File: src/rtl/qadd_pkg.sv
// Shared definitions for the Q-point adder scheduler: default widths, ID sizing
// and the result record carried on the result port.
package qadd_pkg;

    localparam int DEF_N_REQ     = 4;
    localparam int DEF_INP_WIDTH = 16;

    // Requester index width; a 2-requester block still needs one ID bit.
    function automatic int id_w(input int n_req);
        return (n_req > 2) ? $clog2(n_req) : 1;
    endfunction

    localparam int DEF_ID_W = id_w(DEF_N_REQ);

    typedef struct packed {
        logic [DEF_INP_WIDTH:0] sum;
        logic [DEF_ID_W-1:0]    id;
    } res_rec_t;

endpackage

File: src/rtl/qadd.sv
// Q-point adder: sign-extends both operands to OUT_WIDTH and adds them exactly.
module qadd #(
    parameter int INP_WIDTH = 16,
    parameter int OUT_WIDTH = INP_WIDTH + 1
) (
    input  logic [INP_WIDTH-1:0] a,
    input  logic [INP_WIDTH-1:0] b,
    output logic [OUT_WIDTH-1:0] sum
);

    logic [OUT_WIDTH-1:0] a_ext;
    logic [OUT_WIDTH-1:0] b_ext;

    assign a_ext = {{(OUT_WIDTH-INP_WIDTH){a[INP_WIDTH-1]}}, a};
    assign b_ext = {{(OUT_WIDTH-INP_WIDTH){b[INP_WIDTH-1]}}, b};
    assign sum   = a_ext + b_ext;

endmodule

File: src/rtl/rr_arbiter.sv
// Round-robin arbiter: first valid requester at or above rr_ptr (wrapping)
// wins; the grant is suppressed when en is low.
module rr_arbiter
    import qadd_pkg::*;
#(
    parameter  int N_REQ = DEF_N_REQ,
    localparam int ID_W  = id_w(N_REQ)
) (
    input  logic [N_REQ-1:0] req_valid,
    input  logic [ID_W-1:0]  rr_ptr,
    input  logic             en,
    output logic [N_REQ-1:0] grant,
    output logic [ID_W-1:0]  grant_idx,
    output logic             grant_valid
);

    logic [ID_W:0]   probe_sum;
    logic [ID_W-1:0] probe_idx;
    logic            found;

    // NOTE: every variable gets a default at the top so no path leaves one
    // unassigned, which would otherwise infer a latch.
    always_comb begin
        grant     = '0;
        grant_idx = '0;
        found     = 1'b0;
        probe_sum = '0;
        probe_idx = '0;
        for (int k = 0; k < N_REQ; k++) begin
            probe_sum = {1'b0, rr_ptr} + (ID_W+1)'(k);
            if (probe_sum >= (ID_W+1)'(N_REQ)) begin
                probe_sum = probe_sum - (ID_W+1)'(N_REQ);
            end
            probe_idx = probe_sum[ID_W-1:0];
            if (!found && req_valid[probe_idx]) begin
                found     = 1'b1;
                grant_idx = probe_idx;
            end
        end
        grant_valid = en && found;
        if (grant_valid) begin
            grant[grant_idx] = 1'b1;
        end
    end

endmodule

File: src/rtl/qadd_rr_scheduler.sv
// Shares one Q-point adder among N_REQ requesters: round-robin grant, operand
// register, result register, valid/ready result port with requester ID.
module qadd_rr_scheduler
    import qadd_pkg::*;
#(
    parameter  int N_REQ     = DEF_N_REQ,
    parameter  int INP_WIDTH = DEF_INP_WIDTH,
    localparam int OUT_WIDTH = INP_WIDTH + 1,
    localparam int ID_W      = id_w(N_REQ)
) (
    input  logic                       clk,
    input  logic                       rst,
    input  logic [N_REQ-1:0]           req_valid,
    output logic [N_REQ-1:0]           req_ready,
    input  logic [N_REQ*INP_WIDTH-1:0] req_a,
    input  logic [N_REQ*INP_WIDTH-1:0] req_b,
    output logic                       res_valid,
    input  logic                       res_ready,
    output logic [OUT_WIDTH-1:0]       res_sum,
    output logic [ID_W-1:0]            res_id,
    output logic                       busy
);

    logic                 s1_v;
    logic [INP_WIDTH-1:0] s1_a;
    logic [INP_WIDTH-1:0] s1_b;
    logic [ID_W-1:0]      s1_id;
    logic [ID_W-1:0]      rr_ptr;
    logic [ID_W-1:0]      grant_idx;
    logic                 transfer;
    logic                 s1_adv;
    logic                 s2_adv;
    logic                 arb_en;
    logic [OUT_WIDTH-1:0] add_sum;

    assign s2_adv = !res_valid || res_ready;
    assign s1_adv = !s1_v || s2_adv;
    // Grants are masked while reset is held so nothing is offered mid-reset.
    assign arb_en = s1_adv && !rst;
    assign busy   = s1_v || res_valid;

    rr_arbiter #(
        .N_REQ(N_REQ)
    ) u_arbiter (
        .req_valid  (req_valid),
        .rr_ptr     (rr_ptr),
        .en         (arb_en),
        .grant      (req_ready),
        .grant_idx  (grant_idx),
        .grant_valid(transfer)
    );

    qadd #(
        .INP_WIDTH(INP_WIDTH),
        .OUT_WIDTH(OUT_WIDTH)
    ) u_qadd (
        .a  (s1_a),
        .b  (s1_b),
        .sum(add_sum)
    );

    // NOTE: sequential state uses non-blocking assignments so every register
    // samples pre-edge values regardless of statement order.
    always_ff @(posedge clk or posedge rst) begin
        if (rst) begin
            rr_ptr    <= '0;
            s1_v      <= 1'b0;
            res_valid <= 1'b0;
            res_sum   <= '0;
            res_id    <= '0;
        end else begin
            if (transfer) begin
                rr_ptr <= (grant_idx == ID_W'(N_REQ - 1)) ? '0 : grant_idx + 1'b1;
                s1_v   <= 1'b1;
            end else if (s1_adv) begin
                s1_v   <= 1'b0;
            end
            if (s2_adv) begin
                res_valid <= s1_v;
                res_sum   <= add_sum;
                res_id    <= s1_id;
            end
        end
    end

    // NOTE: operand registers carry no reset; s1_v qualifies them, so their
    // contents after reset are never observed.
    always_ff @(posedge clk) begin
        if (transfer) begin
            s1_a  <= req_a[int'(grant_idx)*INP_WIDTH +: INP_WIDTH];
            s1_b  <= req_b[int'(grant_idx)*INP_WIDTH +: INP_WIDTH];
            s1_id <= grant_idx;
        end
    end

endmodule
File: config.mk
export PLATFORM = sky130hd
export DESIGN_NAME = qadd_rr_scheduler
export DESIGN_NICKNAME = d
export VERILOG_FILES = /design/src/rtl/qadd_pkg.sv /design/src/rtl/qadd.sv /design/src/rtl/rr_arbiter.sv /design/src/rtl/qadd_rr_scheduler.sv
export SDC_FILE = /design/constraint.sdc
export NUM_CORES = 1
export LEC_CHECK = 0
export ABC_AREA = 1
export CAP_MARGIN = 0
export CORE_AREA = 2 2 182 113
export DETAILED_ROUTE_END_ITERATION = 6
export DIE_AREA = 0 0 184 115
export SYNTH_ARGS = -nofsm -noshare
export SYNTH_HDL_FRONTEND = slang
export SYNTH_SLANG_ARGS = --single-unit
export TNS_END_PERCENT = 1
File: constraint.sdc
create_clock -name clk -period 3.7 [get_ports clk]
set_clock_uncertainty 0.05 [all_clocks]
set_input_delay 1.11 -clock clk [delete_from_list [all_inputs] [get_ports clk]]
set_output_delay 1.11 -clock clk [all_outputs]
set_load 0.005 [all_outputs]
run_1/class_map.png
Fill, decap, tap and diode cells in gray.
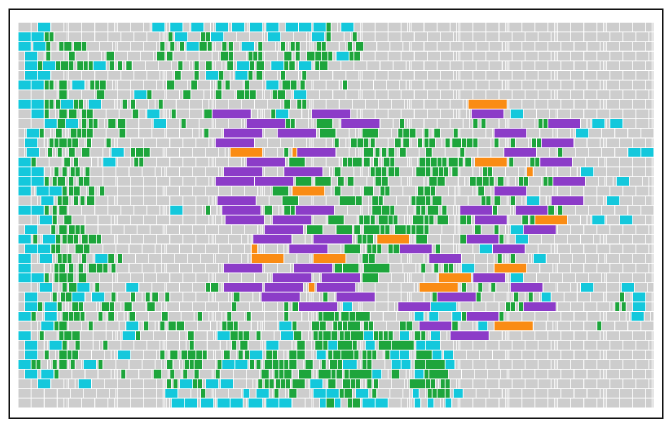
| color | class | cells | share of their area |
|---|---|---|---|
| purple | sequential cells | 57 | 24% |
| orange | clock drivers and dummy loads | 16 | 4.9% |
| cyan | remaining buffers and delay cells | 185 | 26% |
| green | remaining logic cells | 624 | 45% |
core region area: 19,500 um^2
flop share of the area: 0.226

run_1/m3.png
The bar under the picture is 50 um long.
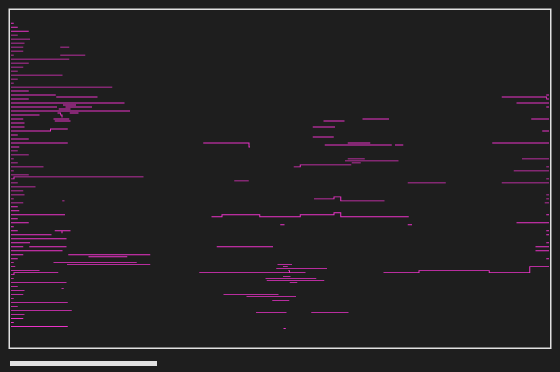
nets with wire on the layer: 135
longest straight run: 43.9 um
wire length on this layer: 1,410 um
main direction: horizontal
Final Routed Wirelength: 16.4 mm
Global Route met3 Usage: 0.0415

==> run notes, run 1 <==
impl run done, here's what came out: Critical Setup Path Class in2out, count of final setup violators 0, Post-Place Cell Area between 6000 and 7000 um^2, proportion of synthesized flip-flops having asynchronous set or reset 0.404, element type at the critical path start input port, first-pass detailed-route iteration total 6, Min Hold Slack roughly 0.38 ns, post-synthesis sequential element count ~57, Cell Int Power approximately 3.9 mW, post-synthesis cell count a little over 700, post-synthesis cell type with the largest combined area edfxtp_1, number of nets produced by synthesis slightly below 900, Main synth FF type edfxtp_1, clock group share of total power 0.118, met1 routing resource usage after global routing 0.240, Required @ worst endpoint about 2.5 ns, weighted congestion reported at the end of routability-driven placement between 0.8 and 0.9, worst reg2reg endpoint s1_a[11]$_DFFE_PP_, MaxCap Viol Count 0, Synth top area share 0.214, post-layout worst setup margin between 0.1 and 0.15 ns, Non-Filler Instances about 1,100, antenna cell count 0, TritonCTS sink count 57, fp_density 0.244, DRC Markers 0, inverters approximately 160, Setup Slack @ Placement -0.685 ns, crit path capture type output port, initial antenna violation count 0, worst hold path cell count 2, number of nets at the end of the flow 1,033, average cell area after synthesis about 6.6 um^2, clock tree buffer depth 2, vertical die dimension 115 um, Max-Slew Margin vs Limit 0.499, switching power around 3.9 mW, area of the multi-input gates between 2000 and 2500 um^2, Clk Latency, worst-skew pair ~0.33 ns, Core Util, Final 0.363, highest net fanout along the worst path 4, post-CTS repair timing setup buffer count 7, clk cell area share 0.0472, largest cell class by area combinational gates, pin count of the biggest net entering global routing roughly 66, top cells by instance count after synthesis 206 x nand2_1, 157 x inv_1, 92 x nand3_1, tally of clock buffers in the finished layout 9, Worst EP arrival between 2 and 2.5 ns, EDFF count, synth 34, CP max stage cell ha_2, remaining global-route overflow 0, number of pins with negative max-slew slack in the final report 0, Leakage Power 3.58 nW, Design Power ~7.8 mW, number of library cell types mapped by synthesis 31, dpl hpwl between 10 and 15 mm, ratio of routed vias to standard cells 4.51, register cell area after layout ~1600 um^2, Die Width between 150 and 200 um, fin crit share 0.970, fin crit period about 3.6 ns, global-route layer with the greatest usage met1, result of the run complete, no violations, combinational power share 0.697, fraction of the yosys area taken by sequential cells 0.335, ranking of synthesized cells by area edfxtp_1 21%, nand2_1 16%, inv_1 12%, dfrtp_1 12%, nand3_1 9.7%, violation count after the first detailed-route iteration between 300 and 400, Reg-to-Reg Start rr_ptr[0]$_DFFE_PP0P_, Logic Gate Count 460, delay-heaviest family, CP simple AND/OR/NAND/NOR gates, worst reg2reg path depth 15, I/O pin count around 160, met2 track demand over resource 0.210, tool warnings 30, synth-to-layout area growth 48.4%, post-cts repair resize count around 46, RSZ-0062 raised after global routing false
run_1/route_heat.png
The bar under the picture is 50 um long. 37 x 23 tiles, from dark blue (low) to red (high), scaled to the fullest tile. Values are wire area over tile area, all layers added.
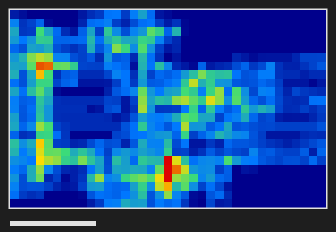
mean over tiles: 0.13
nearly empty tiles: 22%
tiles over half the peak: 7.5%
fullest tile: 0.63
densest ninth of the die: south
emptiest ninth of the die: north-east
wire length per cell: 14.4 um
Overall Global Routing Usage: 0.154
total via count in the routed design: 5,120

run 1: worst min-delay path: cells and delay by family, from the launching register on:
kind / cells / cell delay [ns]
DFF: 1 / 0.31
and+or+nand+nor: 2 / 0.09
run 1: per-layer routing:
metal  routed length (um)  part of all wire  vias up
met4                  143            0.0087        0
met2                 6120              0.37      211
li1                     -                 -     2617
met1                 8690              0.53     2280
met5                    0                 0        -
met3                 1410             0.086       12
run 1: cells in the final DEF, fill, tap and decap left out, types with 2 or more instances in the layout:
cell type        count
o21ai_1              2
nand2_1            194
buf_4               23
edfxtp_1            34
nand2_2             17
nor2_1              15
clkbuf_2             4
nand3_2              7
nand3_4              2
buf_6                3
a21oi_1             15
nor3_1               2
ha_1                18
ha_2                 2
o21ai_0             14
xnor2_1              4
nand3b_1             2
bufinv_16            3
nand4_1             67
clkinv_2             3
inv_1              150
o21bai_1             5
dfrtp_1             23
buf_2                3
clkbuf_16            9
inv_2               12
nand3_1             85
clkdlybuf4s50_1    151
run 1: cell families after synthesis:
group / Yosys count / synth area share
XOR/XNOR: 5 / 0.00918
flip-flops: 57 / 0.335
buffers and inverters: 202 / 0.174
AND/OR/NAND/NOR: 394 / 0.379
adder cells (fa/ha/maj): 21 / 0.0566
AND-OR/OR-AND: 40 / 0.0464
run 1: power groups by stage:
stage	Clock, mW	Combinational, mW	Sequential (mW)
6_report	0.924	5.47	1.45
5_1_grt	0.977	6.14	1.49
4_1_cts	0.945	5.42	1.46
3_5_place_dp	0	5.22	1.46
3_3_place_gp	0	5.18	1.46
2_1_floorplan	0	3.55	1.39
run 1: flip-flops by register name (all words and copies together) (netlist names):
signal and count:
rr_ptr 2, s1_a 16, res_valid 1, s1_id 2
s1_v 1, s1_b 16, res_id 2, res_sum 17
run_1/clock_nets.png
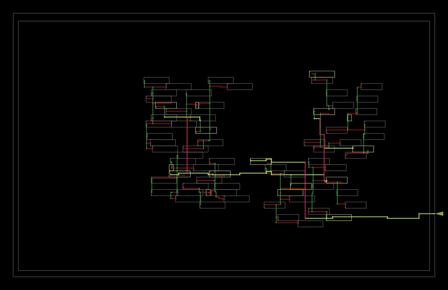

--- run 2 (diff from run 1) ---
--- a/config.mk
+++ b/config.mk
@@ -8,8 +8,10 @@
 export ABC_AREA = 1
 export CAP_MARGIN = 0
 export CORE_AREA = 2 2 182 113
+export CTS_BUF_LIST = sky130_fd_sc_hd__clkbuf_8
 export DETAILED_ROUTE_END_ITERATION = 6
 export DIE_AREA = 0 0 184 115
+export MAX_ROUTING_LAYER = met4
 export SYNTH_ARGS = -nofsm -noshare
 export SYNTH_HDL_FRONTEND = slang
 export SYNTH_SLANG_ARGS = --single-unit
run_2/clock_nets.png
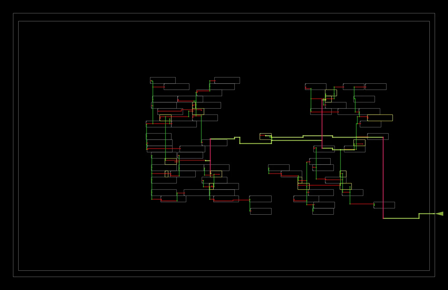
TritonCTS sink count: 57
Inserted Clock Buffers: 9
Clk Latency, worst-skew pair: 0.34 ns
Flop Count: 57

run_2/route_heat.png
The bar under the picture is 50 um long. 37 x 23 tiles, from dark blue (low) to red (high), scaled to the fullest tile. Values are wire area over tile area, all layers added.
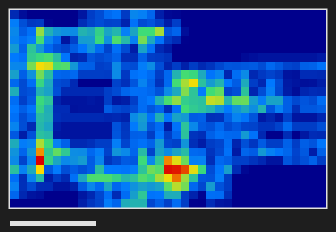
mean over tiles: 0.12
nearly empty tiles: 21%
densest ninth of the die: south
fullest tile: 0.66
total via count in the routed design: 5,066
Final Routed Wirelength: 16.4 mm
Overall Global Routing Usage: 0.160
wire length per cell: 14.4 um

==> run 2 against run 1 <==
Power down 2.6%. Fmax down 1.5%. Clock power down 41%. Synthesized cell count unchanged. Cell count unchanged. Hold slack better by 0.0051 ns. Critical path depth unchanged. Wire length about the same. Core utilization down 0.15 points. Combinational power up 3%. Clock-buffer cell count unchanged. Global-route usage up 0.60 points. Critical path type unchanged. Largest power group unchanged.
==> run notes, run 2 <==
impl run done, here's what came out: violation count after the first detailed-route iteration 451 (was 362), Synth top area share 0.214 (unchanged), CTS tree yes (unchanged), switching power 4.01 mW (was 3.94 mW), worst hold path cell count 2 (unchanged), number of nets produced by synthesis 875 (unchanged), highest net fanout along the worst path 3 (was 4), Leakage Power 3.55 nW (was 3.58 nW), top cells by instance count after synthesis 206 x nand2_1, 157 x inv_1, 92 x nand3_1 (unchanged), fraction of final layout cells sized beyond drive strength 1 0.110 (was 0.107), count of final setup violators 0 (unchanged), MaxCap Viol Count 0 (unchanged), Min-Delay Endpoint res_id[1]$_DFFE_PP0P_ (unchanged), clock group share of total power 0.071 (was 0.118), number of nets at the end of the flow 1,033 (unchanged), combinational power share 0.738 (was 0.697), most frequent cell after synthesis nand2_1 (unchanged), crit path capture type output port (unchanged), post-synthesis cell type with the largest combined area edfxtp_1 (unchanged), core region area 19,500 um^2 (unchanged), fraction of the yosys area taken by sequential cells 0.335 (unchanged), maximum resistive drop on vdd 0.000731 V (was 0.000638 V), initial antenna violation count 0 (unchanged), register-to-register setup slack 0.78 ns (was 0.64 ns), flip-flop count of the largest register, all copies and words added 17 (unchanged), Required @ worst endpoint 2.54 ns (about the same), result of the run complete, no violations (unchanged), post-cts repair resize count 52 (was 46), worst reg2reg endpoint s1_a[3]$_DFFE_PP_ (was s1_a[11]$_DFFE_PP_), source of the worst hold timing path s1_id[1]$_DFFE_PP_ (unchanged), post-layout worst setup margin 0.0571 ns (was 0.111 ns), maximum frequency from static timing analysis 0.275 GHz (was 0.279 GHz), pin count of the biggest net entering global routing 66 (unchanged), CTS clock-pin slew for the worst setup and hold paths 0.06 ns (was 0.05 ns), number of cells in the yosys synthesis report 719 (unchanged), RSZ-0062 raised after global routing true (was false), via count of the first global-routing pass 4,648 (was 4,564), top library cells by usage in the layout, fill and taps aside 192 x nand2_1, 152 x inv_1, 151 x clkdlybuf4s50_1, 85 x nand3_1, 67 x nand4_1 (was 194 x nand2_1, 151 x clkdlybuf4s50_1, 150 x inv_1, 85 x nand3_1, 67 x nand4_1), Main synth FF type edfxtp_1 (unchanged), Setup Slack @ Placement -0.671 ns (was -0.685 ns), largest registers ranked by flip-flop count res_sum x17, s1_a x16, s1_b x16 (unchanged), synth-to-layout area growth 47.8% (was 48.4%), Rows 40 (unchanged), count of warnings emitted by yosys 0 (unchanged), Root Buffer clkbuf_8 (was clkbuf_16), post-synth design cell area 4770 um^2 (unchanged), Min Hold Slack 0.390 ns (was 0.385 ns), Chip Area, Yosys 4770 um^2 (unchanged), fin crit period 3.64 ns (was 3.59 ns), Setup crit start req_valid[3] (was req_valid[1]), fp_density 0.244 (unchanged), Die Width 184 um (unchanged), ratio of routed vias to standard cells 4.47 (was 4.51), Final Hold Viols 0 (unchanged), post-synthesis sequential element count 57 (unchanged), commonest non-fill, non-tap cell in the layout nand2_1 (unchanged), power density normalized to cell area 1080 nW/um^2 (was 1110 nW/um^2), register share of total power 0.191 (was 0.185), Cell Int Power 3.63 mW (was 3.91 mW), tool warnings 31 (was 30), area of the die 21,200 um^2 (unchanged), number of pins with negative max-slew slack in the final report 0 (unchanged), clock network power 0.544 mW (was 0.924 mW), sw frac 0.525 (was 0.502), remaining global-route overflow 0 (unchanged), number of nets with antenna violations after detailed routing 0 (unchanged), worst reg2reg path depth 14 (was 15), hold bufs inserted after CTS 0 (unchanged), power of the sequential group 1.46 mW (was 1.45 mW), Max-Slew Margin vs Limit 0.518 (was 0.499), DRC Markers 0 (unchanged), fin crit share 0.985 (was 0.970), weighted congestion reported at the end of routability-driven placement 0.902 (was 0.876), ranking of synthesized cells by area edfxtp_1 21%, nand2_1 16%, inv_1 12%, dfrtp_1 12%, nand3_1 9.7% (unchanged), post-synthesis cell count 719 (unchanged), group drawing the most power combinational logic (unchanged), slew at the pin with the worst max-slew slack 0.723 ns (was 0.751 ns), proportion of synthesized flip-flops having asynchronous set or reset 0.404 (unchanged), post-CTS repair timing setup buffer count 8 (was 7), average cell area after synthesis 6.64 um^2 (unchanged), register containing the most flip-flops in the final layout res_sum (unchanged), # port buffers 159 (unchanged), number of library cell types mapped by synthesis 31 (unchanged), Design Power 7.64 mW (was 7.85 mW), vertical die dimension 115 um (unchanged), dpl hpwl 12.2 mm (was 12.3 mm), power drawn by the combinational cells 5.64 mW (was 5.47 mW), antenna cell count 0 (unchanged), first-pass GRT wire length 25.4 mm (was 25.3 mm), I/O pin count 160 (unchanged), Critical Setup Path Class in2out (unchanged), htree depth 3 (unchanged), clock tree buffer depth 2 (unchanged), EDFF count, synth 34 (unchanged), Worst EP arrival 2.48 ns (was 2.43 ns), hold crit path type reg2reg (unchanged), Reg-to-Reg Start rr_ptr[0]$_DFFE_PP0P_ (unchanged), first-pass detailed-route iteration total 5 (was 6), element type at the critical path start input port (unchanged)
-- run 2: cell counts after synthesis --
Identical to the previous run, type by type.
-- run 2: cell families after synthesis --
kind of cell             after synthesis  synth area share
AND/OR/NAND/NOR                      394             0.379
buffers and inverters                202             0.174
adder cells (fa/ha/maj)               21            0.0566
XOR/XNOR                               5           0.00918
AND-OR/OR-AND                         40            0.0464
flip-flops                            57             0.335
-- run 2: routing by layer --
metal	track usage	wire length, um	up-vias
met5	-	0	-
met4	0.0283	148	0
met3	0.0361	1130	20
met2	0.210	6100	199
met1	0.246	9010	2225
li1	-	-	2622
-- run 2: how the worst max path moves through the flow --
stage                        end
floorplan           req_ready[3]
global placement    req_ready[3]
detailed placement  req_ready[3]
CTS                 req_ready[3]
global route        req_ready[2]
finish              req_ready[2]
-- run 2: cell type report --
class	count	area [um^2]
multi-input cells	460	2530
inverters	164	631
flip-flops and latches	57	1600
clock inverters	7	62.6
well taps	252	315
repair buffers	185	1790
fillers	2063	12500
clock buffers	9	124
-- run 2: critical path, cell delays in order --
cell and delay (ns):
buf_6 0.09, inv_2 0.07, buf_4 0.12, nand2_4 0.05, nand2_4 0.10, nor2_1 0.04, nor2_1 0.21, nand3_4 0.13
nand3_4 0.11, buf_6 0.12, ha_4 0.12, inv_1 0.03, nor2_1 0.08, buf_2 0.11
-- run 2: through the flow --
step                      std cells  utilization  setup TNS [ns]  area (um^2)
after CTS                      1131        0.355          -0.137         6930
after floorplan                 719            -               0         4770
after detailed placement       1107        0.338           -2.55         6600
after global placement         1107        0.338           -2.33         6600
after global routing           1134        0.361         -0.0274         7050
final                          1134        0.361               0         7050
Power and IR drop assume default switching activity.
